===== src/rtl/cmp_seq_n_pkg.sv =====
// Shared definitions for the multi-cycle magnitude comparator: FSM state
// encodings and a constant-safe ceiling-log2 helper.
package cmp_seq_n_pkg;

    typedef enum logic [1:0] {
        CMP_IDLE = 2'd0,
        CMP_RUN  = 2'd1,
        CMP_DONE = 2'd2
    } cmp_state_t;

    // Ceiling log2; usable in localparam expressions.
    function automatic int clog2(input int value);
        int r;
        int v;
        r = 0;
        v = value - 1;
        while (v > 0) begin
            r = r + 1;
            v = v >> 1;
        end
        return r;
    endfunction

endpackage


===== src/rtl/cmp_seq_n_if.sv =====
// Request/result bundle between a control FSM (master) and the sequential
// comparator (slave).
interface cmp_seq_n_if #(
    parameter int WIDTH = 16,
    parameter int DIGIT = 4
);
    import cmp_seq_n_pkg::*;

    localparam int NDIG = WIDTH / DIGIT;
    localparam int CW   = clog2(NDIG + 1);

    // Handshake: the master raises start with SIGNED/A/B valid; the request is
    // taken on the first rising edge where busy==0 (start while busy is dropped).
    // busy is high for every RUN cycle, done pulses for exactly one cycle when
    // _EQL/_GT/_LT/digits become valid, and those stay held until the next accept.
    logic             start;
    logic             SIGNED;
    logic [WIDTH-1:0] A;
    logic [WIDTH-1:0] B;
    logic             busy;
    logic             done;
    logic             _EQL;
    logic             _GT;
    logic             _LT;
    logic [CW-1:0]    digits;

    modport master (
        output start, SIGNED, A, B,
        input  busy, done, _EQL, _GT, _LT, digits
    );

    modport slave (
        input  start, SIGNED, A, B,
        output busy, done, _EQL, _GT, _LT, digits
    );

endinterface


===== src/rtl/cmp_seq_n_digit.sv =====
// Combinational DIGIT-bit magnitude compare built as a ripple of 1-bit cells,
// with an optional MSB inversion used to bias the sign bit in signed mode.
module cmp_seq_n_digit #(
    parameter int DIGIT = 4
) (
    input  logic [DIGIT-1:0] a,
    input  logic [DIGIT-1:0] b,
    input  logic             flip_msb,
    output logic             eq,
    output logic             gt,
    output logic             lt
);

    logic [DIGIT-1:0] aa;
    logic [DIGIT-1:0] bb;
    logic [DIGIT:0]   pre_eq;

    always_comb begin
        aa = a;
        bb = b;
        aa[DIGIT-1] = a[DIGIT-1] ^ flip_msb;
        bb[DIGIT-1] = b[DIGIT-1] ^ flip_msb;
        gt = 1'b0;
        lt = 1'b0;
        pre_eq = '0;
        pre_eq[DIGIT] = 1'b1;
        // pre_eq[i+1] means every bit above i matched, so bit i decides.
        for (int i = DIGIT - 1; i >= 0; i--) begin
            gt = gt | (pre_eq[i+1] &  aa[i] & ~bb[i]);
            lt = lt | (pre_eq[i+1] & ~aa[i] &  bb[i]);
            pre_eq[i] = pre_eq[i+1] & ~(aa[i] ^ bb[i]);
        end
        eq = pre_eq[0];
    end

endmodule


===== src/rtl/cmp_seq_n.sv =====
// Multi-cycle MSB-first magnitude comparator: DIGIT bits per clock, early exit
// on the first differing digit, signed or unsigned, registered held results.
module cmp_seq_n
    import cmp_seq_n_pkg::*;
#(
    parameter int WIDTH = 16,
    parameter int DIGIT = 4
) (
    input  logic       clk,
    input  logic       rst,
    cmp_seq_n_if.slave bus,
    output cmp_state_t dbg_state
);

    localparam int NDIG = WIDTH / DIGIT;
    localparam int CW   = clog2(NDIG + 1);
    localparam int IW   = (NDIG > 1) ? clog2(NDIG) : 1;

    localparam logic [IW-1:0] IDX_TOP = IW'(NDIG - 1);
    localparam logic [CW-1:0] NDIG_CW = CW'(NDIG);

    cmp_state_t       state_q, state_n;
    logic [WIDTH-1:0] a_q, a_n;
    logic [WIDTH-1:0] b_q, b_n;
    logic             sgn_q, sgn_n;
    logic [IW-1:0]    idx_q, idx_n;
    logic             eql_q, eql_n;
    logic             gt_q, gt_n;
    logic             lt_q, lt_n;
    logic [CW-1:0]    digits_q, digits_n;

    logic [DIGIT-1:0] a_dig;
    logic [DIGIT-1:0] b_dig;
    logic             flip;
    logic             d_eq;
    logic             d_gt;
    logic             d_lt;

    assign a_dig = a_q[int'(idx_q) * DIGIT +: DIGIT];
    assign b_dig = b_q[int'(idx_q) * DIGIT +: DIGIT];
    // Only the top digit carries the sign bit.
    assign flip  = sgn_q & (idx_q == IDX_TOP);

    cmp_seq_n_digit #(
        .DIGIT (DIGIT)
    ) u_digit (
        .a        (a_dig),
        .b        (b_dig),
        .flip_msb (flip),
        .eq       (d_eq),
        .gt       (d_gt),
        .lt       (d_lt)
    );

    always_ff @(posedge clk or posedge rst) begin
        if (rst) begin
            state_q  <= CMP_IDLE;
            a_q      <= '0;
            b_q      <= '0;
            sgn_q    <= 1'b0;
            idx_q    <= '0;
            eql_q    <= 1'b0;
            gt_q     <= 1'b0;
            lt_q     <= 1'b0;
            digits_q <= '0;
        end else begin
            state_q  <= state_n;
            a_q      <= a_n;
            b_q      <= b_n;
            sgn_q    <= sgn_n;
            idx_q    <= idx_n;
            eql_q    <= eql_n;
            gt_q     <= gt_n;
            lt_q     <= lt_n;
            digits_q <= digits_n;
        end
    end

    always_comb begin
        state_n  = state_q;
        a_n      = a_q;
        b_n      = b_q;
        sgn_n    = sgn_q;
        idx_n    = idx_q;
        eql_n    = eql_q;
        gt_n     = gt_q;
        lt_n     = lt_q;
        digits_n = digits_q;
        case (state_q)
            CMP_IDLE, CMP_DONE: begin
                if (bus.start) begin
                    a_n      = bus.A;
                    b_n      = bus.B;
                    sgn_n    = bus.SIGNED;
                    idx_n    = IDX_TOP;
                    eql_n    = 1'b0;
                    gt_n     = 1'b0;
                    lt_n     = 1'b0;
                    digits_n = '0;
                    state_n  = CMP_RUN;
                end else begin
                    state_n  = CMP_IDLE;
                end
            end
            CMP_RUN: begin
                if (!d_eq) begin
                    gt_n     = d_gt;
                    lt_n     = d_lt;
                    digits_n = NDIG_CW - CW'(idx_q);
                    state_n  = CMP_DONE;
                end else if (idx_q == '0) begin
                    eql_n    = 1'b1;
                    digits_n = NDIG_CW;
                    state_n  = CMP_DONE;
                end else begin
                    idx_n    = idx_q - IW'(1);
                end
            end
            default: state_n = CMP_IDLE;
        endcase
    end

    assign bus.busy   = (state_q == CMP_RUN);
    assign bus.done   = (state_q == CMP_DONE);
    assign bus._EQL   = eql_q;
    assign bus._GT    = gt_q;
    assign bus._LT    = lt_q;
    assign bus.digits = digits_q;
    assign dbg_state  = state_q;

endmodule


===== src/flat_wrapper.sv =====
// flat-port wrapper written by rule: the top's interface ports become plain ports
module cmp_seq_n_flat import cmp_seq_n_pkg::*;
#(
    parameter int WIDTH = 16,
    parameter int DIGIT = 4
)
  (clk, rst, dbg_state, bus_start, bus_SIGNED, bus_A, bus_B, bus_busy, bus_done, bus__EQL, bus__GT, bus__LT, bus_digits);
  cmp_seq_n_if #(.WIDTH(WIDTH), .DIGIT(DIGIT)) bus_i ();
  input  logic clk;
  input  logic rst;
  output cmp_state_t dbg_state;
  input wire logic [$bits(bus_i.start)-1:0] bus_start;
  input wire logic [$bits(bus_i.SIGNED)-1:0] bus_SIGNED;
  input wire logic [$bits(bus_i.A)-1:0] bus_A;
  input wire logic [$bits(bus_i.B)-1:0] bus_B;
  output wire logic [$bits(bus_i.busy)-1:0] bus_busy;
  output wire logic [$bits(bus_i.done)-1:0] bus_done;
  output wire logic [$bits(bus_i._EQL)-1:0] bus__EQL;
  output wire logic [$bits(bus_i._GT)-1:0] bus__GT;
  output wire logic [$bits(bus_i._LT)-1:0] bus__LT;
  output wire logic [$bits(bus_i.digits)-1:0] bus_digits;
  assign bus_i.start = bus_start;
  assign bus_i.SIGNED = bus_SIGNED;
  assign bus_i.A = bus_A;
  assign bus_i.B = bus_B;
  assign bus_busy = bus_i.busy;
  assign bus_done = bus_i.done;
  assign bus__EQL = bus_i._EQL;
  assign bus__GT = bus_i._GT;
  assign bus__LT = bus_i._LT;
  assign bus_digits = bus_i.digits;
  cmp_seq_n #(.WIDTH(WIDTH), .DIGIT(DIGIT)) u_core (.clk(clk), .rst(rst), .bus(bus_i), .dbg_state(dbg_state));
endmodule

===== config.mk =====
export PLATFORM = sky130hd
export DESIGN_NAME = cmp_seq_n_flat
export DESIGN_NICKNAME = d
export VERILOG_FILES = /design/src/rtl/cmp_seq_n_pkg.sv /design/src/rtl/cmp_seq_n_if.sv /design/src/rtl/cmp_seq_n_digit.sv /design/src/rtl/cmp_seq_n.sv /design/src/flat_wrapper.sv
export SDC_FILE = /design/constraint.sdc
export NUM_CORES = 1
export LEC_CHECK = 0
export ABC_AREA = 1
export CORE_MARGIN = 2
export CORE_UTILIZATION = 34
export DETAILED_ROUTE_END_ITERATION = 12
export GPL_TIMING_DRIVEN = 0
export HOLD_SLACK_MARGIN = 0.08
export REMOVE_ABC_BUFFERS = 1
export SYNTH_ARGS = -nofsm -noshare
export SYNTH_HDL_FRONTEND = slang
export SYNTH_SLANG_ARGS = --single-unit

===== constraint.sdc =====
create_clock -name clk -period 3 [get_ports clk]
set_input_delay 0.75 -clock clk [delete_from_list [all_inputs] [get_ports clk]]
set_output_delay 0.75 -clock clk [all_outputs]
set_load 0.05 [all_outputs]

==> images/layer_met1.png <==
The bar under the picture is 20 µm long. Supply wires on this layer in grey.
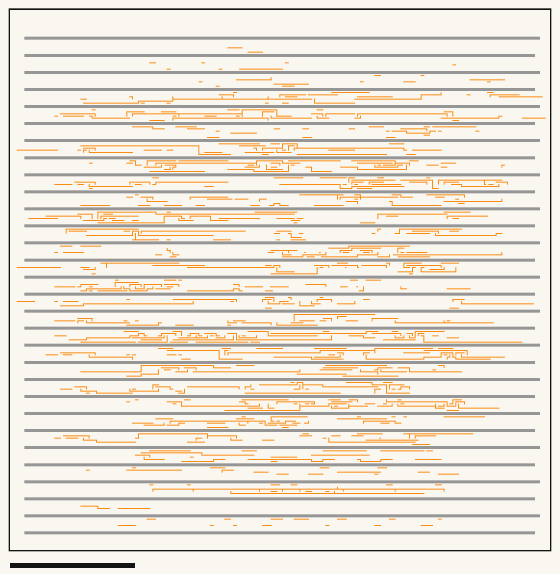
The layer carries 2550 µm of wire. The wires run mostly horizontal. The longest straight run is 46.5 µm. The layer holds 50% of the routed length.
M1 GR Usage: 0.1926
Vias: 1992
Final Routed Wirelength: 5.069 mm

==> images/layer_met2.png <==
The bar under the picture is 20 µm long.
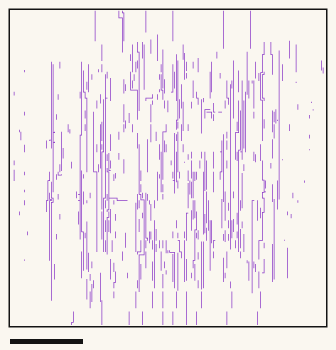
The layer holds 44% of the routed length. 287 nets have wire on it. The wires run mostly vertical. The longest straight run is 44.9 µm. The layer carries 2240 µm of wire.
met2 track demand over resource: 0.2530

==> images/layer_met3.png <==
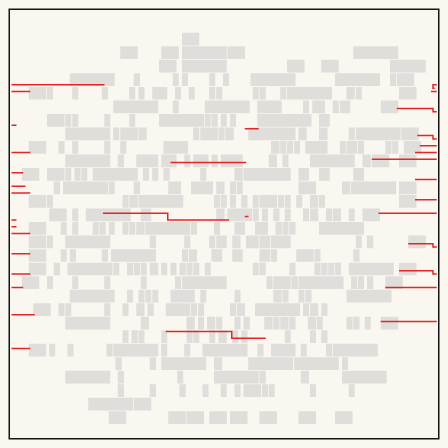
30 nets have wire on it. The longest straight run is 18.4 µm. The layer carries 211 µm of wire.
met3 usage: 0.03850

==> images/congestion.png <==
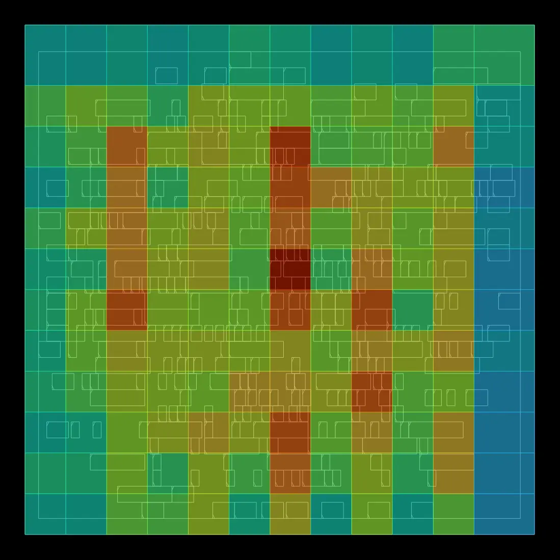
drt wl/cell: 11.65 µm
Total GRT Usage: 0.1517
gr busiest metal: met2
Final Util: 0.4555

==> CHANGELOG.md <==
### Changed

* Status: finished, final reports clean
* Crit. Startpoint: u_core.idx_q[0]$_DFFE_PP0P_
* CP arrival at roughly 2900 ps
* Startpoint Class: register
* Layout Cells excl Fill at around 440
* Flop pwr share at 0.305
* Mux cell area share after synthesis at 0
* Clk. pwr at 476 µW
* Synthesis warning total at 0
* Final Hold Fails at 0
* Area after DPL at between 0.002 and 0.003 mm²
* Top Consumer: combinational logic
* Fill count at around 690
* Routability cong. at approximately 0.8
* Synth-to-Final Area Change at 27.62%
* Combinational gate area at 0.001060 mm²
* Post-route cell area at between 0.002 and 0.003 mm²
* Logic Gate Count at roughly 240
* DR WL met2 at around 2.2 mm
* Synth Flop Type: dfrtp_1
* Max Slew Vio Count at 0
* Leak Pwr at 1.533 nW
* Cts bufs inserted at 5
* Fmax at ~370 MHz
* Register Area at ~0.0011 mm²
* Sequential Power at a little over 1 mW
* Largest net degree at the start of global routing at ~43
* Worst VDD drop at about 320 µV
* Most common cell on crit path: nand2_1
* NetSw at roughly 1.6 mW
* Clk_buf instances at 6
* Simple share at 0.4034
* WL met1 at between 2 and 3 mm
* Hold/Removal Path Class: register to register
* Total power at approximately 3.4 mW
* Non-clk bufs at approximately 46
* Root buf cell: clkbuf_8
* Hold path start: u_core.a_q[3]$_DFFE_PP0P_
* CP Capture Type: register
No activity file was given, so power comes from the tool's default toggle rates.
